==> run_1/layer_met1.png <==
The bar under the picture is 50 um long.
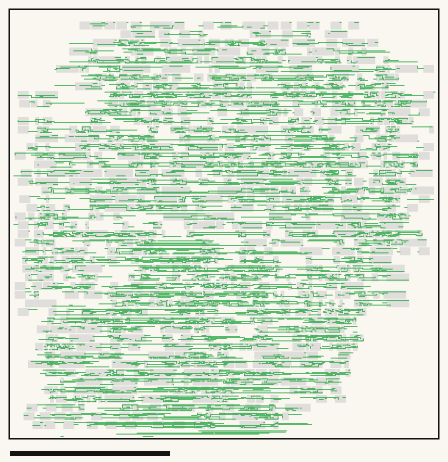
==> run_1/layer_met2.png <==
The bar under the picture is 50 um long.
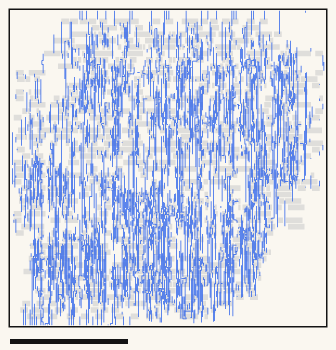
==> run_1/layer_met3.png <==
The bar under the picture is 50 um long.
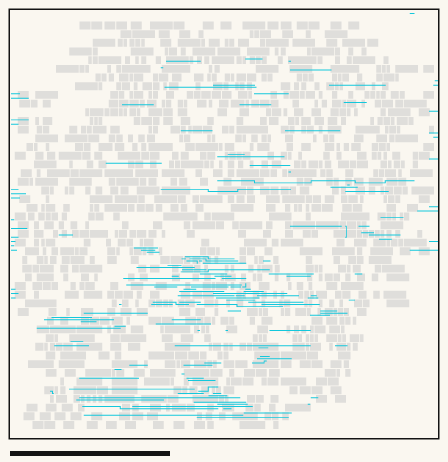
==> run_1/layer_met4.png <==
The bar under the picture is 50 um long.
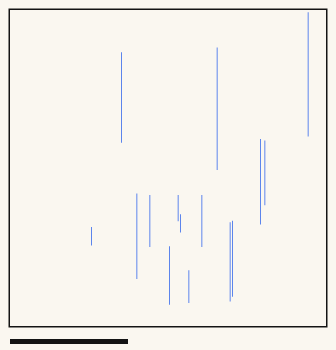
<file path="config.mk">
export PLATFORM = sky130hd
export DESIGN_NAME = float_to_int
export DESIGN_NICKNAME = d
export VERILOG_FILES = /design/src/rtl/fp_pkg.sv /design/src/rtl/float_align_shifter.sv /design/src/rtl/float_to_int.sv
export SDC_FILE = /design/constraint.sdc
export NUM_CORES = 1
export LEC_CHECK = 0
export ABC_AREA = 0
export CAP_MARGIN = 10
export CORE_UTILIZATION = 45
export CTS_CLUSTER_SIZE = 8
export DETAILED_ROUTE_END_ITERATION = 10
export MAX_ROUTING_LAYER = met4
export PLACE_DENSITY = 0.65
export SLEW_MARGIN = 20
export SYNTH_ARGS = -nofsm -noshare
export SYNTH_HDL_FRONTEND = slang
export SYNTH_HIERARCHICAL = 1
export SYNTH_SLANG_ARGS = --single-unit
</file>
<file path="constraint.sdc">
create_clock -name clk -period 5 [get_ports clk]
set_input_delay 1 -clock clk [delete_from_list [all_inputs] [get_ports clk]]
set_output_delay 1 -clock clk [all_outputs]
set_load 0.01 [all_outputs]
</file>
<file path="src/rtl/fp_pkg.sv">
// Shared floating-point datapath definitions used by the float-to-int converter
// and its alignment shifter.
package fp_pkg;

  localparam int          FP_BIAS       = 127;
  localparam int          FP_EXP_MAX    = 255;
  localparam logic [31:0] INT_MAX       = 32'h7FFFFFFF;
  localparam logic [31:0] INT_MIN       = 32'h80000000;
  // -2^31 is the one float with E==31 that still fits in a signed 32-bit int.
  localparam logic [31:0] FP_NEG_2POW31 = 32'hCF000000;

  typedef enum logic [2:0] {FP_ZERO, FP_NORMAL, FP_INF, FP_NAN, FP_OVF} fp_class_t;

  typedef enum logic {RND_RTZ, RND_RNE} rnd_mode_t;

  // Stage-1 register contents: aligned magnitude plus rounding side bits.
  typedef struct packed {
    logic      sign;
    logic [31:0] magnitude;
    logic      guard;
    logic      sticky;
    fp_class_t cls;
    rnd_mode_t rndMode;
  } align_t;

endpackage

</file>
<file path="src/rtl/float_align_shifter.sv">
// Aligns a 24-bit mantissa to integer position for unbiased exponent E,
// producing the integer magnitude and the guard/sticky bits of what fell off.
module float_align_shifter (
  input  logic        [23:0] mant,
  input  logic signed [8:0]  unbiasedExp,
  output logic        [31:0] magnitude,
  output logic               guard,
  output logic               sticky
);

  logic [47:0] shifted;
  logic [3:0]  leftAmt;
  logic [4:0]  rightAmt;

  always_comb begin
    magnitude = '0;
    guard     = 1'b0;
    sticky    = 1'b0;
    leftAmt   = 4'(unbiasedExp - 9'sd23);
    rightAmt  = 5'(9'sd23 - unbiasedExp);
    shifted   = {mant, 24'd0} >> rightAmt;
    // E up to 31 is handled here so that -2^31 lands on 0x80000000 directly.
    if (unbiasedExp >= 9'sd23) begin
      magnitude = {8'd0, mant} << leftAmt;
    end else if (unbiasedExp >= 9'sd0) begin
      magnitude = {8'd0, shifted[47:24]};
      guard     = shifted[23];
      sticky    = |shifted[22:0];
    end else if (unbiasedExp == -9'sd1) begin
      guard  = 1'b1;
      sticky = |mant[22:0];
    end else begin
      sticky = 1'b1;
    end
  end

endmodule

</file>
<file path="src/rtl/float_to_int.sv">
// Two-stage valid/ready pipeline converting IEEE single floats to signed 32-bit
// integers with per-transaction RTZ/RNE rounding and invalid/inexact flags.
module float_to_int
  import fp_pkg::*;
#(
  parameter bit PIPE_OUT = 1'b1
) (
  input  logic        clk,
  input  logic        reset,
  input  logic        in_valid,
  output logic        in_ready,
  input  logic [31:0] in_float,
  input  logic        in_rnd_mode,
  output logic        out_valid,
  input  logic        out_ready,
  output logic [31:0] out_int,
  output logic        out_invalid,
  output logic        out_inexact
);

  // Handshake: a stage transfers on a clk edge where its valid && ready are
  // both high; a stage loads when empty or when its contents leave this cycle.
  logic [7:0]         expField;
  logic [22:0]        fracField;
  logic signed [8:0]  unbiasedExp;
  logic [31:0]        shMag;
  logic               shGuard;
  logic               shSticky;
  fp_class_t          inClass;
  align_t             s1Next;
  align_t             s1Q;
  logic               s1Valid;
  logic               s1En;
  logic               stage2Ready;
  logic               roundUp;
  logic [31:0]        rounded;
  logic [31:0]        resInt;
  logic               resInvalid;
  logic               resInexact;

  assign expField    = in_float[30:23];
  assign fracField   = in_float[22:0];
  assign unbiasedExp = $signed({1'b0, expField}) - $signed(9'(FP_BIAS));

  float_align_shifter uAlign (
    .mant        ({1'b1, fracField}),
    .unbiasedExp (unbiasedExp),
    .magnitude   (shMag),
    .guard       (shGuard),
    .sticky      (shSticky)
  );

  always_comb begin
    inClass = FP_NORMAL;
    if (expField == 8'd0) begin
      inClass = FP_ZERO;
    end else if (expField == 8'(FP_EXP_MAX)) begin
      inClass = (|fracField) ? FP_NAN : FP_INF;
    end else if (unbiasedExp >= 9'sd31 && in_float != FP_NEG_2POW31) begin
      inClass = FP_OVF;
    end
  end

  // Denormals collapse to zero magnitude; a nonzero fraction only marks inexact.
  always_comb begin
    s1Next.sign      = in_float[31];
    s1Next.magnitude = shMag;
    s1Next.guard     = shGuard;
    s1Next.sticky    = shSticky;
    s1Next.cls       = inClass;
    s1Next.rndMode   = rnd_mode_t'(in_rnd_mode);
    if (inClass == FP_ZERO) begin
      s1Next.magnitude = '0;
      s1Next.guard     = 1'b0;
      s1Next.sticky    = |fracField;
    end
  end

  assign s1En     = !s1Valid || stage2Ready;
  assign in_ready = s1En;

  always_ff @(posedge clk) begin
    if (!reset) begin
      s1Valid <= 1'b0;
      s1Q     <= '0;
    end else if (s1En) begin
      s1Valid <= in_valid;
      if (in_valid) s1Q <= s1Next;
    end
  end

  always_comb begin
    roundUp    = (s1Q.rndMode == RND_RNE) && s1Q.guard && (s1Q.sticky || s1Q.magnitude[0]);
    rounded    = s1Q.magnitude + {31'd0, roundUp};
    resInt     = s1Q.sign ? (~rounded + 32'd1) : rounded;
    resInvalid = 1'b0;
    resInexact = s1Q.guard || s1Q.sticky;
    case (s1Q.cls)
      FP_NAN: begin
        resInt     = INT_MIN;
        resInvalid = 1'b1;
        resInexact = 1'b0;
      end
      FP_INF, FP_OVF: begin
        resInt     = s1Q.sign ? INT_MIN : INT_MAX;
        resInvalid = 1'b1;
        resInexact = 1'b0;
      end
      default: ;
    endcase
  end

  generate
    if (PIPE_OUT) begin : gOutReg
      logic s2Valid;

      assign stage2Ready = !s2Valid || out_ready;
      assign out_valid   = s2Valid;

      always_ff @(posedge clk) begin
        if (!reset) begin
          s2Valid     <= 1'b0;
          out_int     <= '0;
          out_invalid <= 1'b0;
          out_inexact <= 1'b0;
        end else if (stage2Ready) begin
          s2Valid <= s1Valid;
          if (s1Valid) begin
            out_int     <= resInt;
            out_invalid <= resInvalid;
            out_inexact <= resInexact;
          end
        end
      end
    end else begin : gOutComb
      assign stage2Ready = out_ready;
      assign out_valid   = s1Valid;
      assign out_int     = resInt;
      assign out_invalid = resInvalid;
      assign out_inexact = resInexact;
    end
  endgenerate

endmodule

</file>
==> flow_summary.toml, run 1 <==
# implementation run metrics
[floorplanning]
fp.dieW_um = 134.0
io_pins = 73
fp_util_pct = 46.64
core_area_sq_mm = 0.01682
fp-row-count = 47

[critical_path]
path_class = "primary input to flop"
crit_arrival_ns = 4.44
critPathSlowestCell = "mux4_2"
path_cells = "clkdlybuf4s50_1, inv_1, ha_2, buf_12, mux4_2, mux4_2, nor2_1, nand4_1, o32ai_1, a31oi_1, nor2_1, a211oi_1, a21oi_1, nor2b_1"

[sta]
grt_setup_unrepaired = "false"
slew_headroom_pct = 44.19
fin_setup_tns_ns = 0
worst_pin_slew_ns = 0.8334
period_minus_slack_ns = 4.208
hold_viol_final = 0
min_period_over_period_pct = 84.16

[place]
port_buffers = 72
gp_congestion = 0.9488
placedCellCount = 1254
hpwl_um = 18160

[layout]
area_growth_pct = 15.41
antennaDiodeCount = 0
ff_latch_area_sq_mm = 0.001501
drive_gt1_share_pct = 11.06

[job]
warnings = 31
cap_violations = 0

[yosys]
edf_count = 0
fp_nets = 1062
synth_top_cell_by_count = "nand2_1"
syn_area_sq_mm = 0.007845
synth_cell_type_count = 78
syn-instance-count = 1015
ys.flops = 75
yosysWarnings = 6
yosysChipArea_sq_mm = 0.007845
ys_async_sr_fraction_pct = 0

[power]
power_leakage_nw = 3.365
peakVddDrop_mv = 0.1989
power_density_mw_per_mm2 = 258.3

[detailed_routing]
firstDrtPassIters = 6
drc = 0
ant_nets = 0
viasPerCell = 6.344

[global_routing]
grt_pass1_vias = 7487
grt_pass1_wl_um = 39180
grt_max_degree = 49
grt_overflow_total = 0
antenna_found_initial = 0

[outcome]
status = "finished, final reports clean"

[clock_network]
cts_num_sinks = 75
numCtsBuffers = 9
clock_tree.buffer_depth = 2

[hold_path]
hold_path.class = "flop to flop"
-- layer_met1.png (at the start) --
nets with wire on the layer: 1014
longest straight run: 45.8 um
wire length on this layer: 11300 um
main direction: horizontal
share of all routed wire: 46%
total wire length: 24220 um
vias post-DR: 8050
M1 GR Usage: 38.24%

-- layer_met2.png (at the start) --
nets with wire on the layer: 905
share of all routed wire: 45%
wire length on this layer: 11000 um
met2 usage: 42.89%

-- layer_met3.png (at the start) --
longest straight run: 50.1 um
share of all routed wire: 6.4%
M3 GR Usage: 4.611%

-- layer_met4.png (at the start) --
nets with wire on the layer: 14
longest straight run: 52.4 um

[run 1: path summary, 6_finish.rpt]
kind	to	startpoint	slack [ns]	cells past startpoint
setup / recovery	s1Q[4]	in_float[24]	0.79	14
hold / removal	s1Q[38]	s1Q[38]	0.47	2
setup reg to reg	out_int[31]	s1Q[4]	1.28	11
hold reg to reg	s1Q[38]	s1Q[38]	0.47	2
[run 1: layout by cell type (no fill, tap or decap), drive strengths merged, types with 31 or more instances in the layout]
cell type       n
nor2           86
dfxtp          75
nand2          94
nor2b          40
nor3           33
mux2i          60
nand3          43
mux4           31
xnor2          39
o21ai          57
clkdlybuf4s50  71
a22oi          37
a21oi          55
[run 1: through the flow]
| step | worst slack [ns] | power, W | instance area [sq um] | hold WS, ns | utilization (%) |
|---|---|---|---|---|---|
| 2_1_floorplan | 0.5982 | 0.001387 | 7845 | 0.4439 | - |
| 3_3_place_gp | 0.5010 | 0.001684 | 8762 | 0.4540 | 52.10 |
| 3_5_place_dp | 0.4338 | 0.001684 | 8762 | 0.4699 | 52.10 |
| 4_1_cts | 0.7936 | 0.002334 | 9054 | 0.4783 | 53.83 |
| 5_1_grt | 0.5513 | 0.002465 | 9054 | 0.5085 | 53.83 |
| 6_report | 0.7920 | 0.002339 | 9054 | 0.4745 | 53.83 |
[run 1: cell type report]
cell class / count / area share, %
inverter: 21 / 0.8706
tap: 220 / 3.040
timing repair buffer: 101 / 10.45
clock buffer: 9 / 2.488
sequential: 75 / 16.58
clock inverter: 6 / 0.7324
multi-input combinational: 837 / 65.84
[run 1: kinds of logic after synthesis]
group / Yosys count / synth area share, %
adders and majority gates: 10 / 1.595
DFF: 75 / 19.14
xor gates and xnor gates: 57 / 6.364
AOI/OAI and AO/OA: 262 / 22.41
buffers and inverters: 103 / 5.518
and+or+nand+nor: 400 / 26.03
other: 1 / 0.04780
muxes: 107 / 18.90
[run 1: tightest hold or removal path: stages (launching register included)]
cell and delay (ns):
dfxtp_1 0.31, nand2_1 0.05, a21boi_0 0.06
[run 1: power by group]
group | switching [W] | internal [W] | leakage [nW] | total (W)
Clock | 0.000263 | 0.000384 | 0.134 | 0.000647
Combinational | 0.000573 | 0.000429 | 2.62 | 0.00100
Sequential | 0.0000490 | 0.000641 | 0.614 | 0.000690
Total | 0.000884 | 0.00145 | 3.37 | 0.00234
[run 1: layer usage]
layer | part of all wire (%) | global-route usage (%)
met1 | 46 | 38.24
met2 | 45 | 42.89
met3 | 6.4 | 4.611
met4 | 1.7 | 8.177
met5 | 0 | -
[run 1: registers in the layout, summed over array words and instances, names as in the netlist]
signal       cells
s1Q             39
out_int         32
out_inexact      1
out_invalid      1
out_valid        1
s1Valid          1
## Run 2: what changed since run 1
- PLACE_DENSITY: 0.65 -> 0.68
- clock period: 5 -> 3.5 ns (I/O delays scaled with it)
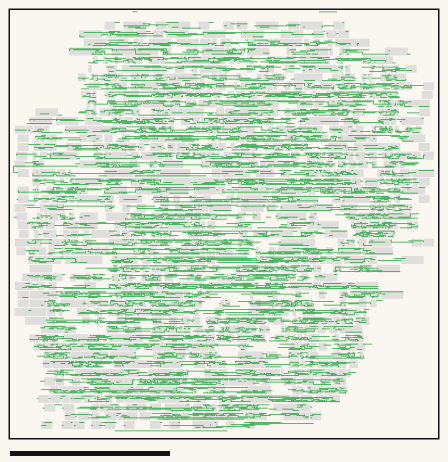
(run_2/layer_met1.png)
The bar under the picture is 50 um long.
wire length on this layer: 11400 um
share of all routed wire: 44%
nets with wire on the layer: 1165
total wire length: 25780 um
M1 GR Usage: 38.97%
vias post-DR: 8788

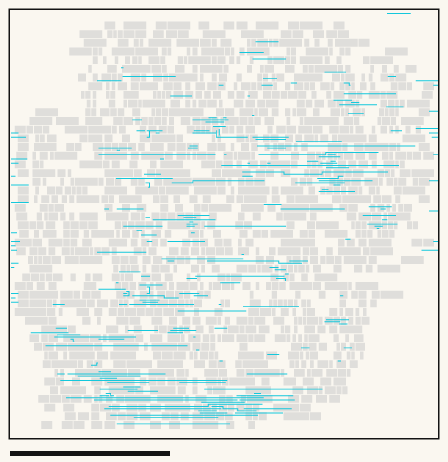
(run_2/layer_met3.png)
The bar under the picture is 50 um long.
main direction: horizontal
longest straight run: 61.6 um
wire length on this layer: 1890 um
share of all routed wire: 7.4%
nets with wire on the layer: 164
M3 GR Usage: 6.236%

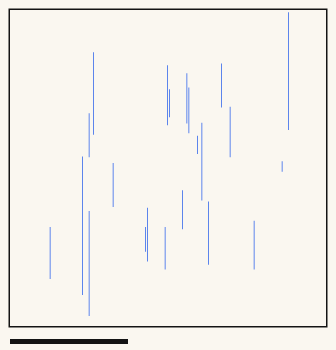
(run_2/layer_met4.png)
The bar under the picture is 50 um long.
nets with wire on the layer: 19
wire length on this layer: 520 um
main direction: vertical
share of all routed wire: 2.0%
longest straight run: 58.5 um

==> run 2 against run 1 <==
Against the previous run:
- critical path depth decreased by 1
- synthesized area unchanged
- critical endpoint is now s1Q[20]
- cell count increased by 12%
- worst setup slack got worse by 0.63 ns
- non-clock buffer count increased by 154
- clock skew increased by 0.0038 ns
- routed wire length increased by 6.5%
- worst hold slack improved by 0.0061 ns
==> flow_summary.toml, run 2 <==
# implementation run metrics
[clock_network]
numCtsBuffers = 9
cts_num_sinks = 75
clock_tree.buffer_depth = 2

[job]
warnings = 31
cap_violations = 0

[layout]
final_area_sq_mm = 0.01041
antennaDiodeCount = 0
lay_top_cells = "175 x buf_4, 93 x nand2_1, 84 x nor2_1"
reg.largest.list = "s1Q: 39 flops, out_int: 32 flops"
drive_gt1_share_pct = 23.26
nets = 1246
area_growth_pct = 32.73
fin_util_pct = 61.91
nFillCells = 1506
largest_register = "s1Q"
largest_reg_flops = 39
layout_top_cell = "buf_4"

[power]
p_switching_w = 0.001354
power_leakage_nw = 4.184
p_clk_share_pct = 29.5
power_density_mw_per_mm2 = 380.5
power_frac_comb_pct = 45.6
seqPwrFrac_pct = 24.9
internal_power_w = 0.002608
power_w = 0.003962
power.share.switching_pct = 34.17
peakVddDrop_mv = 0.2908

[yosys]
edf_count = 0
synth_cell_type_count = 78
syn_area_sq_mm = 0.007845
ys.flops = 75
yosysChipArea_sq_mm = 0.007845
synth_top_cell_by_count = "nand2_1"
top_cells_by_area = "dfxtp_1 19%, mux4_2 8.6%, mux2i_1 7.7%, nand2_1 4.4%, xnor2_1 4.4%"
ys_async_sr_fraction_pct = 0
syn-instance-count = 1015
fp_nets = 1062
yosysWarnings = 6

[detailed_routing]
wl_met2_um = 11980
viasPerCell = 6.171
ant_nets = 0
top_layer = "met4"
drc = 0
firstDrtPassIters = 6
dr_wl_met3_um = 1894
drt-met1-wl_um = 11380

[sta]
grt_setup_unrepaired = "false"
period_minus_slack_ns = 3.336
min_period_over_period_pct = 95.31
slew_headroom_pct = 57.47
fin_setup_tns_ns = 0
hold_viol_final = 0
worst_pin_slew_ns = 0.6370

[hold_path]
hold_path.class = "flop to flop"

[floorplanning]
io_pins = 73
fp_util_pct = 46.64
core_area_sq_mm = 0.01682
fp-row-count = 47
fp.dieW_um = 134.0

[place]
gp_congestion = 0.9683
dpl_cell_area_sq_mm = 0.009926
port_buffers = 72
hpwl_um = 19960

[critical_path]
path_cells = "dlygate4sd2_1, inv_1, ha_4, buf_12, inv_1, ha_1, buf_4, mux4_2, mux2i_1, nand2_1, a32o_1, a22oi_1, nor2b_1"
critPathSlowestCell = "mux4_2"
path_class = "primary input to flop"
path_common_cell = "inv_1"
cp-end-kind = "flop"
crit_arrival_ns = 3.56

[global_routing]
grt_overflow_total = 0
grt_pass1_wl_um = 42060
grt_pass1_vias = 8294
antenna_found_initial = 0
grt_max_degree = 46

[outcome]
status = "finished, final reports clean"
run 2: cell counts after synthesis:
No cell type changed its count.
run 2: final timing paths:
path / startpoint / to / slack [ns] / depth (start not counted)
min: s1Q[0] / s1Q[0] / 0.48 / 2
max: in_float[24] / s1Q[20] / 0.16 / 13
min reg2reg: s1Q[0] / s1Q[0] / 0.48 / 2
max reg2reg: s1Q[6] / out_int[30] / 0.19 / 13
run 2: layout make-up:
class                           count  area (sq um)  share of cell area (%)
Inverter                           21         78.83                  0.7570
Multi-Input combinational cell    837          6008                   57.70
Tap cell                          220         275.3                   2.644
Clock buffer                       10         239.0                   2.295
Sequential cell                    75          1501                   14.42
Clock inverter                      6         136.4                   1.310
Timing Repair Buffer              255          2173                   20.87
run 2: stage by stage:
| step | hold WS [ns] | cells | setup slack (ns) |
|---|---|---|---|
| after floorplan | 0.4439 | 1015 | 0.02043 |
| after global placement | 0.4691 | 1401 | -0.4793 |
| after detailed placement | 0.4697 | 1401 | -0.4888 |
| after CTS | 0.4807 | 1424 | 0.1031 |
| after global routing | 0.5271 | 1424 | 0.01419 |
| final | 0.4806 | 1424 | 0.1642 |
run 2: routing by layer:
| layer | GRT usage (%) | vias to the layer above |
|---|---|---|
| met3 | 6.236 | 45 |
| met1 | 38.97 | 4181 |
| met4 | 8.240 | 0 |
| li1 | - | 4186 |
| met2 | 46.66 | 376 |
| met5 | - | - |
run 2: worst min-delay path: stages (launching register included):
cell and delay (ns):
dfxtp_1 0.32, nand2_1 0.05, a21boi_0 0.06
run 2: logic make-up after synthesis:
logic type                 Yosys count  share of synthesized area (%)
DFF                                 75                          19.14
muxes                              107                          18.90
buffers and inverters              103                          5.518
AOI/OAI and AO/OA                  262                          22.41
xor gates and xnor gates            57                          6.364
and+or+nand+nor                    400                          26.03
adders and majority gates           10                          1.595
other                                1                        0.04780
run 2: what timing repair did:
item,4_1_cts,5_1_grt
buffers inserted,7,0
endpoints found under the hold margin,0,0
gates resized,7,8
setup endpoints to repair,9,13
pin swaps,3,1
run 2: power groups by stage:
stage / combinational, W / clock (W) / sequential [W]
2_1_floorplan: 0.00101 / 0 / 0.000984
3_3_place_gp: 0.00172 / 0 / 0.00100
3_5_place_dp: 0.00173 / 0 / 0.00100
4_1_cts: 0.00177 / 0.00117 / 0.000985
5_1_grt: 0.00195 / 0.00122 / 0.000996
6_report: 0.00181 / 0.00117 / 0.000987
Power and IR drop assume default switching activity.
